<file path="config.mk">
export PLATFORM = sky130hd
export DESIGN_NAME = alu
export DESIGN_NICKNAME = d
export VERILOG_FILES = /design/src/rtl/alu_pkg.sv /design/src/rtl/alu_addsub.sv /design/src/rtl/alu.sv
export SDC_FILE = /design/constraint.sdc
export NUM_CORES = 1
export LEC_CHECK = 0
export ABC_AREA = 1
export CAP_MARGIN = 20
export CORE_ASPECT_RATIO = 0.8
export CORE_MARGIN = 5
export CORE_UTILIZATION = 43
export DETAILED_ROUTE_END_ITERATION = 7
export GPL_ROUTABILITY_DRIVEN = 1
export PLACE_DENSITY = 0.84
export SYNTH_ARGS = -nofsm -noshare
export SYNTH_HDL_FRONTEND = slang
export SYNTH_SLANG_ARGS = --single-unit
export TNS_END_PERCENT = 30
</file>
<file path="constraint.sdc">
create_clock -name clk -period 2.9 [get_ports clk]
set_clock_uncertainty 0.1 [all_clocks]
set_input_delay 0.58 -clock clk [delete_from_list [all_inputs] [get_ports clk]]
set_output_delay 0.58 -clock clk [all_outputs]
set_load 0.05 [all_outputs]
</file>
<file path="src/rtl/alu_pkg.sv">
// Shared encodings for the ALU operation and flag-select fields.
package alu_pkg;

  localparam int unsigned ALU_CTL_W = 3;
  localparam int unsigned ALU_OP_W  = 2;

  typedef enum logic [ALU_OP_W-1:0] {
    ALU_ADD = 2'b00,
    ALU_SUB = 2'b01,
    ALU_INC = 2'b10,
    ALU_DEC = 2'b11
  } alu_op_e;

  typedef enum logic {
    FLAG_ZERO = 1'b0,
    FLAG_NEG  = 1'b1
  } flag_sel_e;

endpackage : alu_pkg

</file>
<file path="src/rtl/alu_addsub.sv">
// Combinational add/subtract datapath with signed-overflow detection.
module alu_addsub
  import alu_pkg::*;
#(
  parameter int unsigned WIDTH = 8
) (
  input  alu_op_e          i_op,
  input  logic [WIDTH-1:0] i_r,
  input  logic [WIDTH-1:0] i_m,
  output logic [WIDTH-1:0] o_sum_c,
  output logic             o_ovf_c
);

  logic [WIDTH-1:0] w_x;
  logic [WIDTH-1:0] w_y;
  logic [WIDTH-1:0] w_y_eff;
  logic             w_sub;

  // Operand select: ADD/SUB use inR and inM, the bumps use inM and a constant 1.
  always_comb begin
    w_x = i_r;
    w_y = i_m;
    if ((i_op == ALU_INC) || (i_op == ALU_DEC)) begin
      w_x = i_m;
      w_y = WIDTH'(1);
    end
  end

  // Subtraction is x + ~y + 1, so overflow uses the inverted operand's sign.
  assign w_sub   = i_op[0];
  assign w_y_eff = w_sub ? ~w_y : w_y;
  assign o_sum_c = w_x + w_y_eff + WIDTH'(w_sub);
  assign o_ovf_c = (w_x[WIDTH-1] == w_y_eff[WIDTH-1]) &&
                   (o_sum_c[WIDTH-1] != w_x[WIDTH-1]);

endmodule : alu_addsub

</file>
<file path="src/rtl/alu.sv">
// Single-cycle registered ALU: add/sub/bump with overflow plus a branch flag.
module alu
  import alu_pkg::*;
#(
  parameter int unsigned WIDTH = 8
) (
  input  logic                    clk,
  input  logic                    rst,
  input  logic [ALU_CTL_W-1:0]    aluCtl,
  input  logic signed [WIDTH-1:0] inR,
  input  logic signed [WIDTH-1:0] inM,
  output logic signed [WIDTH-1:0] aluOut,
  output logic                    flag,
  output logic                    ovf
);

  logic [WIDTH-1:0] w_sum;
  logic             w_ovf;
  logic             w_flag;
  logic [WIDTH-1:0] r_out;
  logic             r_flag;
  logic             r_ovf;

  alu_addsub #(
    .WIDTH (WIDTH)
  ) u_addsub (
    .i_op    (alu_op_e'(aluCtl[ALU_OP_W-1:0])),
    .i_r     (inR),
    .i_m     (inM),
    .o_sum_c (w_sum),
    .o_ovf_c (w_ovf)
  );

  // Branch flag looks only at inR: zero test or sign test.
  always_comb begin
    w_flag = (inR == '0);
    if (flag_sel_e'(aluCtl[2]) == FLAG_NEG) begin
      w_flag = inR[WIDTH-1];
    end
  end

  // Output registers; synchronous reset clears everything.
  always_ff @(posedge clk) begin
    if (rst) begin
      r_out  <= '0;
      r_flag <= 1'b0;
      r_ovf  <= 1'b0;
    end else begin
      r_out  <= w_sum;
      r_flag <= w_flag;
      r_ovf  <= w_ovf;
    end
  end

  assign aluOut = r_out;
  assign flag   = r_flag;
  assign ovf    = r_ovf;

endmodule : alu

</file>
==> Slide: Implementation Results <==
Flow Results at a Glance

Placement
  • Post-DP HPWL: ~1700 um
  • # placed instances: 180
  • Placed cell area: 1170 sq um

Global routing
  • Gr usage total: 0.146
  • Initial antenna violation count: 0
  • Largest net degree at the start of global routing: 13

Worst setup path
  • Largest stage delay, worst path: 0.71 ns
  • Capture point of the worst path: aluOut[6]
  • WP depth: 11
  • Worst Path Arrival: 2.74 ns
  • CP endpoint kind: flip-flop
  • WP buf/inv: 2
  • Slowest stage cell on the critical path: clkdlybuf4s50_1
  • CP startpoint: aluCtl[0]

Yosys
  • Count leader, synth: nand2_1
  • Top cell area share: 0.237
  • Synth logic family: simple AND/OR/NAND/NOR gates
  • Most common reg cell: dfxtp_1
  • Largest cells by area: dfxtp_1 24%, nand2_1 16%, ha_1 8.9%
  • Yosys Warn Count: 0
  • Post-Synth Simple-Gate Area: 0.332
  • XOR/XNOR Area Share: 0.0816
  • Synth Area per Inst: approximately 6.7 sq um
  • Count of library flops with an enable pin: 0
  • Synth cell types: 23
  • Yosys Chip Area: around 840 sq um
  • Post-Synth Adder-Cell Area: 0.113
  • Mux share: 0
  • Synth async-reset ratio: 0

Cells and area
  • Post-route cell area: 1210 sq um
  • Non-Clock Buffer Count: 33
  • Clk_buf instances: 4
  • Syn-to-layout area delta: 43.6%
  • Max reg flops: 8
  • Comb area share: 0.458
  • Buffer share of cell area: 0.267
  • Finished Core Util: 0.646
  • Comb gates: 95
  • Layout cells sized above 1: 0.131
  • Most frequent cells in the layout: 35 x nand2_1, 30 x clkdlybuf4s50_1, 17 x inv_1
  • Final-stage net count: between 150 and 200
  • Flop area: approximately 200 sq um

CTS
  • H-tree Lvls: 1
  • Root Driver: clkbuf_4
  • CTS clock-pin slew for the worst setup and hold paths: ~0.06 ns
  • CTS Buffer Depth: 2

Power
  • Switching share of total power: 0.398
  • LEAKAGE: approximately 0.6 nW
  • Peak supply drop: 0.000247 V
  • Internal Dissipation: around 0.35 mW
  • Sequential power: between 0.15 and 0.2 mW
  • Comb power: a little under 0.3 mW
  • Seq pwr share: 0.280
  • Combinational power share: 0.508

Detailed routing
  • Routed WL: 1970 um
  • Wire length on met2: roughly 940 um
  • M1 wire length: approximately 880 um
  • Routed wl met3: around 100 um
  • DR vias/cell: ~4.7
  • DRC: 0

Final timing
  • Slew HR: 0.660
  • Final WS setup: 0.259 ns
  • Setup Total Neg Slack: 0 ns
  • Fin Hold WS: between 0.8 and 0.9 ns
  • Final critical-path required period: around 2.6 ns
  • Slew Limit Fails: 0

Floorplan
  • Ports: 31
  • Core Box Area: roughly 1900 sq um
  • Init Core Util: 0.450
  • Row Count: 14

Min path
  • Hold EP: flag
  • Min-delay src: aluCtl[2]
  • Hold Crit Depth: 3

Run status
  • Status: finished clean

Run
  • OpenROAD warnings: 26
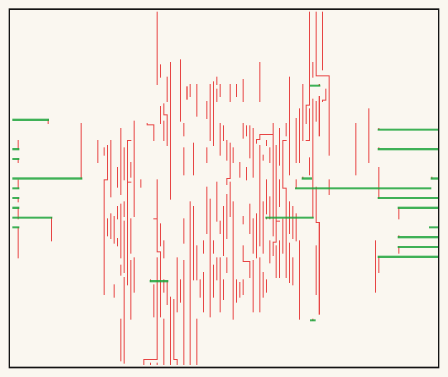
(routed metal, one color a layer)
Only two layers are drawn.
[green] M3 | wire length: 103 um
[red] M2 | wire length: 941 um

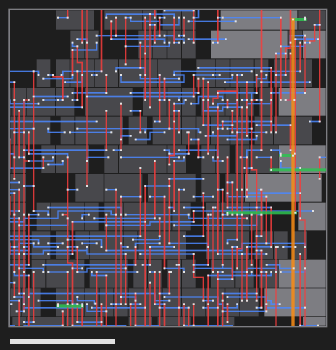
(zoomed window)
The bar under the picture is 10 um long. Window x 15 to 45, y 10 to 40 um. Cells in gray, sequential cells in the stronger gray; small squares are vias.
[green] M3
[blue] M1
[orange] M4
[red] M2
cells with their middle in the window: 114
sequential cells in the window: 7
most frequent: nand2_1 (28), inv_1 (15), a21oi_1 (11)
netlist names of flops here include: `aluOut` (6), `ovf` (1)

No activity file was given, so power comes from the tool's default toggle rates.
